==> config.mk <==
export PLATFORM = sky130hd
export DESIGN_NAME = sao_eo_stat_acc
export DESIGN_NICKNAME = d
export VERILOG_FILES = /design/src/rtl/sao_pkg.sv /design/src/rtl/sao_blk_cat_sum.sv /design/src/rtl/sao_eo_stat_acc.sv
export SDC_FILE = /design/constraint.sdc
export NUM_CORES = 2
export LEC_CHECK = 0
export CAP_MARGIN = 40
export CORE_UTILIZATION = 50
export CTS_CLUSTER_DIAMETER = 60
export DETAILED_ROUTE_END_ITERATION = 12
export PLACE_DENSITY_LB_ADDON = 0.05
export SKIP_LAST_GASP = 1
export SLEW_MARGIN = 20
export SYNTH_ARGS = -nofsm -noshare
export SYNTH_HDL_FRONTEND = slang
export SYNTH_HIERARCHICAL = 1
export SYNTH_SLANG_ARGS = --single-unit
==> constraint.sdc <==
create_clock -name clk -period 7.2 [get_ports clk]
set_input_delay 1.44 -clock clk [delete_from_list [all_inputs] [get_ports clk]]
set_output_delay 1.44 -clock clk [all_outputs]
set_load 0.05 [all_outputs]
==> src/rtl/sao_pkg.sv <==
// Shared SAO types and constants used by the mask, statistics and decision stages.
package sao_pkg;

  localparam int N_PIX     = 4;
  localparam int N_EO_TYPE = 4;
  localparam int DIFF_LEN  = 9;
  localparam int CNT_LEN   = 13;
  localparam int SUM_LEN   = 21;

  typedef enum logic [1:0] {EO_HOR, EO_VER, EO_135, EO_45} eo_type_e;

  localparam logic [2:0] SAO_CAT_NONE = 3'd0;
  localparam logic [2:0] SAO_CAT_1    = 3'd1;
  localparam logic [2:0] SAO_CAT_2    = 3'd2;
  localparam logic [2:0] SAO_CAT_3    = 3'd3;
  localparam logic [2:0] SAO_CAT_4    = 3'd4;

  typedef logic        [CNT_LEN-1:0] stat_cnt_t;
  typedef logic signed [SUM_LEN-1:0] stat_sum_t;

  typedef enum logic [1:0] {ST_IDLE, ST_ACC, ST_FLUSH, ST_DONE} acc_state_e;

endpackage

==> src/rtl/sao_blk_cat_sum.sv <==
// Per-EO-type reduction of one 2x2 beat: masked pixel count and diff sum for categories 1..4.
module sao_blk_cat_sum
  import sao_pkg::*;
#(
  parameter int n_pix    = N_PIX,
  parameter int diff_len = DIFF_LEN
) (
  input  logic [n_pix-1:0][2:0]          cat,
  input  logic [n_pix-1:0][diff_len-1:0] diff,
  input  logic [n_pix-1:0]               pmask,
  output logic [3:0][2:0]                bcnt,
  output logic [3:0][diff_len+1:0]       bsum
);

  // Categories 0 and 5..7 never match 1..4, so they fall out without extra logic.
  always_comb begin
    bcnt = '0;
    bsum = '0;
    for (int c = 0; c < 4; c++) begin
      for (int p = 0; p < n_pix; p++) begin
        if (pmask[p] && (cat[p] == SAO_CAT_1 + 3'(c))) begin
          bcnt[c] = bcnt[c] + 3'd1;
          bsum[c] = bsum[c] + {{2{diff[p][diff_len-1]}}, diff[p]};
        end
      end
    end
  end

endmodule

==> src/rtl/sao_eo_stat_acc.sv <==
// SAO edge-offset statistics accumulator: per-CTU, per-type, per-category counts and diff sums.
module sao_eo_stat_acc
  import sao_pkg::*;
#(
  parameter int n_pix     = N_PIX,
  parameter int n_eo_type = N_EO_TYPE,
  parameter int diff_len  = DIFF_LEN,
  parameter int cnt_len   = CNT_LEN,
  parameter int sum_len   = SUM_LEN
) (
  input  logic                                  clk,
  input  logic                                  arst_n,
  input  logic                                  start,
  input  logic                                  in_valid,
  output logic                                  in_ready,
  input  logic                                  in_last,
  input  logic [n_eo_type-1:0][n_pix-1:0][2:0]  in_cat,
  input  logic [n_pix-1:0][diff_len-1:0]        in_diff,
  input  logic [n_eo_type-1:0][n_pix-1:0]       b_use,
  output logic                                  stat_valid,
  input  logic                                  stat_ready,
  output logic [n_eo_type-1:0][3:0][cnt_len-1:0] stat_cnt,
  output logic [n_eo_type-1:0][3:0][sum_len-1:0] stat_sum
);

  localparam int bsum_len = diff_len + 2;

  acc_state_e state, state_nxt;
  logic       accept;
  logic       s1_vld;
  logic [n_eo_type-1:0][3:0][2:0]          bcnt, s1_cnt;
  logic [n_eo_type-1:0][3:0][bsum_len-1:0] bsum, s1_sum;

  assign in_ready   = (state == ST_ACC);
  assign stat_valid = (state == ST_DONE);
  // A beat coinciding with start belongs to the aborted CTU and is dropped.
  assign accept     = in_valid && in_ready && !start;

  for (genvar t = 0; t < n_eo_type; t++) begin : g_type
    sao_blk_cat_sum #(
      .n_pix    (n_pix),
      .diff_len (diff_len)
    ) u_cat_sum (
      .cat   (in_cat[t]),
      .diff  (in_diff),
      .pmask (b_use[t]),
      .bcnt  (bcnt[t]),
      .bsum  (bsum[t])
    );
  end

  always_ff @(posedge clk or negedge arst_n) begin
    if (!arst_n) state <= ST_IDLE;
    else         state <= state_nxt;
  end

  always_comb begin
    state_nxt = state;
    if (start) begin
      state_nxt = ST_ACC;
    end else begin
      case (state)
        ST_ACC:   if (accept && in_last) state_nxt = ST_FLUSH;
        ST_FLUSH: state_nxt = ST_DONE;
        ST_DONE:  if (stat_ready) state_nxt = ST_IDLE;
        default:  state_nxt = state;
      endcase
    end
  end

  always_ff @(posedge clk or negedge arst_n) begin
    if (!arst_n) begin
      s1_vld <= 1'b0;
      s1_cnt <= '0;
      s1_sum <= '0;
    end else begin
      s1_vld <= accept;
      if (accept) begin
        s1_cnt <= bcnt;
        s1_sum <= bsum;
      end
    end
  end

  // Start wins over a pending stage-1 beat so an aborted CTU leaves no residue.
  always_ff @(posedge clk or negedge arst_n) begin
    if (!arst_n) begin
      stat_cnt <= '0;
      stat_sum <= '0;
    end else if (start) begin
      stat_cnt <= '0;
      stat_sum <= '0;
    end else if (s1_vld) begin
      for (int t = 0; t < n_eo_type; t++) begin
        for (int c = 0; c < 4; c++) begin
          stat_cnt[t][c] <= stat_cnt[t][c] + {{(cnt_len-3){1'b0}}, s1_cnt[t][c]};
          stat_sum[t][c] <= stat_sum[t][c] +
                            {{(sum_len-bsum_len){s1_sum[t][c][bsum_len-1]}}, s1_sum[t][c]};
        end
      end
    end
  end

endmodule

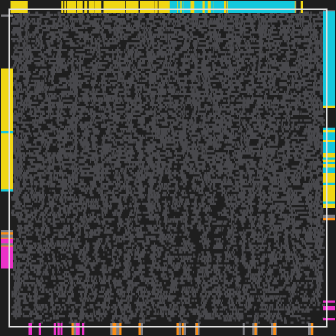
Figure 1: pin placement.
Pins as bars across the die edge, other pins in grey.
cyan -> `stat_cnt`  # pins 208, direction output, edge 104 north, 102 east, 2 west
orange -> `b_use`  # pins 16, direction input, edge 12 south, 3 west, 1 east
yellow -> `stat_sum`  # pins 336, direction output, edge 171 north, 108 west, 57 east
magenta -> `in_diff`  # pins 36, direction input, edge 22 west, 10 south, 4 east
PortBufs: 651
Die Y-Extent: 391 um
Die Width: 391 um

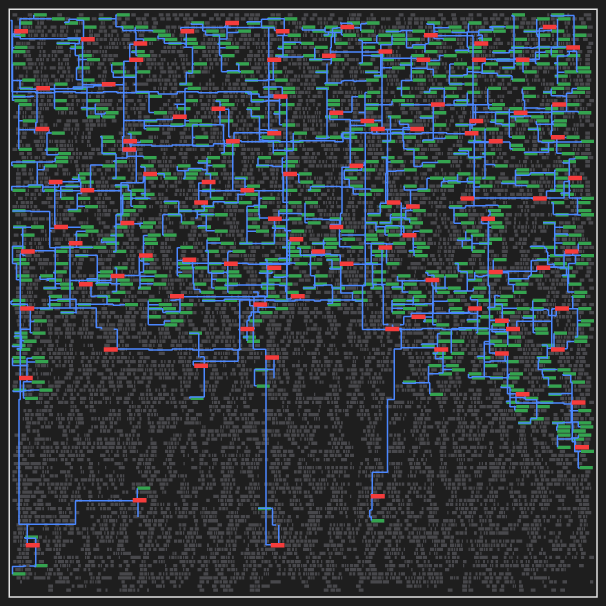
Figure 2: clock wires, drivers and flops.
(1.5 px per um)
green -> flip-flops  # count 771
red -> cells driving clock nets  # count 99
blue -> clock wires  # length 12000 um
routed clock nets = 100
P_clk: 0.00537 W
clk latency late pin: 0.73 ns
clk_skew: 0.0340 ns
Clk pwr share: 36.3%

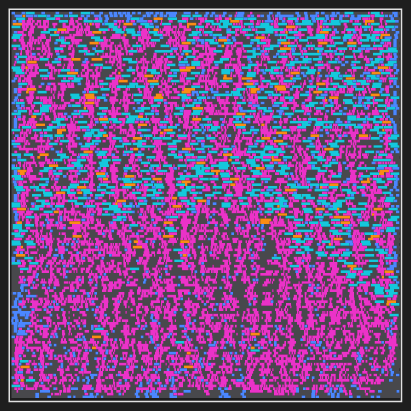
Figure 3: placed cells, one colour a class.
(1 px per um) Fill, decap, tap and diode cells in grey.
orange -> clock drivers and dummy loads  # cells 181, share of their area 4.0%
blue -> other buffers and delay cells  # cells 1112, share of their area 12%
cyan -> flip-flops  # cells 771, share of their area 22%
magenta -> all other logic  # cells 7823, share of their area 62%
post-route cell area: 90700 sq um
final core area utilization: 60.5%
site row count: 142
Seq/total area: 21.3%
CORE AREA: 150000 sq um

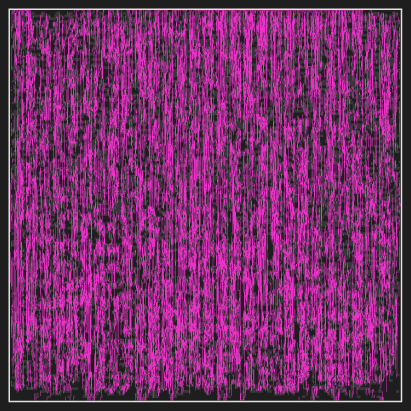
Figure 4: signal wires on met2.
(1 px per um)
share of all routed wire = 47%
nets with wire on the layer = 9249
longest straight run = 135 um
main direction = vertical
Final Routed Wirelength: 283 mm
met2 Usage GRT: 61.3%
Vias: 71500

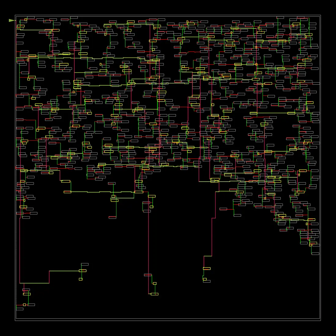
Figure 5: clock nets.
flop count: 771
clk sinks: 771
Num CTS Buffers: 99

==> results.toml <==
# yosys + openroad results
[run_status]
outcome = "completed"

[yosys]
synth_cell_types = 105
netlist_instances = 8953
area_leaders = "dfrtp_1, ha_1, mux2_2"
ys.flop_type = "dfrtp_1"
netlist_area_sq_um = 75600
netlist.area_leader.share_pct = 25.5
synth_area_per_cell_sq_um = 8.44

[final_layout]
comb_cells = 7476
num-nonclk-inverters = 347
antenna_cells = 6
area_growth_pct = 19.9
register_area_sq_um = 19300
buffers = 1112
clk_share_pct = 3.88
bufAreaShareNonClock_pct = 11.4
sh_comb_area_pct = 59.2
drive_above_1_share_pct = 11.5

[timing]
tightest_slew_ns = 0.966
fin_crit_sh_pct = 93.7
hold_violations = 0
layout_min_cycle_time_ns = 6.75

[place]
dp_worst_setup_slack_ns = -0.232

[global_routing]
grt.overflow.total = 0
grt_pass1_wl_mm = 422
busiest_layer = "met2"
grt.total_usage_pct = 36.2

[pwr]
ir_worst_vdd_mv = 0.199
finalPower_w = 0.0148

[die]
dieArea_sq_um = 153000

[hold_path]
worstHoldEndpoint = "stat_sum[179]"
whs_path_depth = 2

[drt]
postRouteAntennaNets = 0
first_iter_violations = 4754

[critical_path]
path_depth = 26
regToRegStartpoint = "stat_sum[294]"
rr_endpoint = "stat_sum[314]"
start_kind = "input pin"
endpoint = "s1_sum[175]"
worstPathBufferInverterCount = 4
crit_required_ns = 7.79
critPathSlowestCell = "o41ai_1"

[clock_tree]
clockBufferDepth = 3
cts_tree = "yes"
cts_root_buf = "clkbuf_16"
h-tree-depth = 3
[registers in the layout, summed over array words and instances, names as in the netlist]
register	flops
stat_sum	336
stat_cnt	208
s1_sum	176
s1_cnt	48
state	2
s1_vld	1
[cells by family after synthesis]
logic type | Yosys count | synth area share (%)
AOI/OAI and AO/OA | 2454 | 20.8
buffers and inverters | 706 | 3.63
adders and majority gates | 927 | 15.9
and+or+nand+nor | 2775 | 17.3
DFF | 771 | 25.5
xor gates and xnor gates | 819 | 9.58
muxes | 501 | 7.27
[report_power, final]
part / switching, W / internal, W
clock: 0.00217 / 0.00321
combinational: 0.00274 / 0.00174
sequential: 0.000355 / 0.00461
total: 0.00526 / 0.00956
Power is estimated from default activity; no workload was simulated.
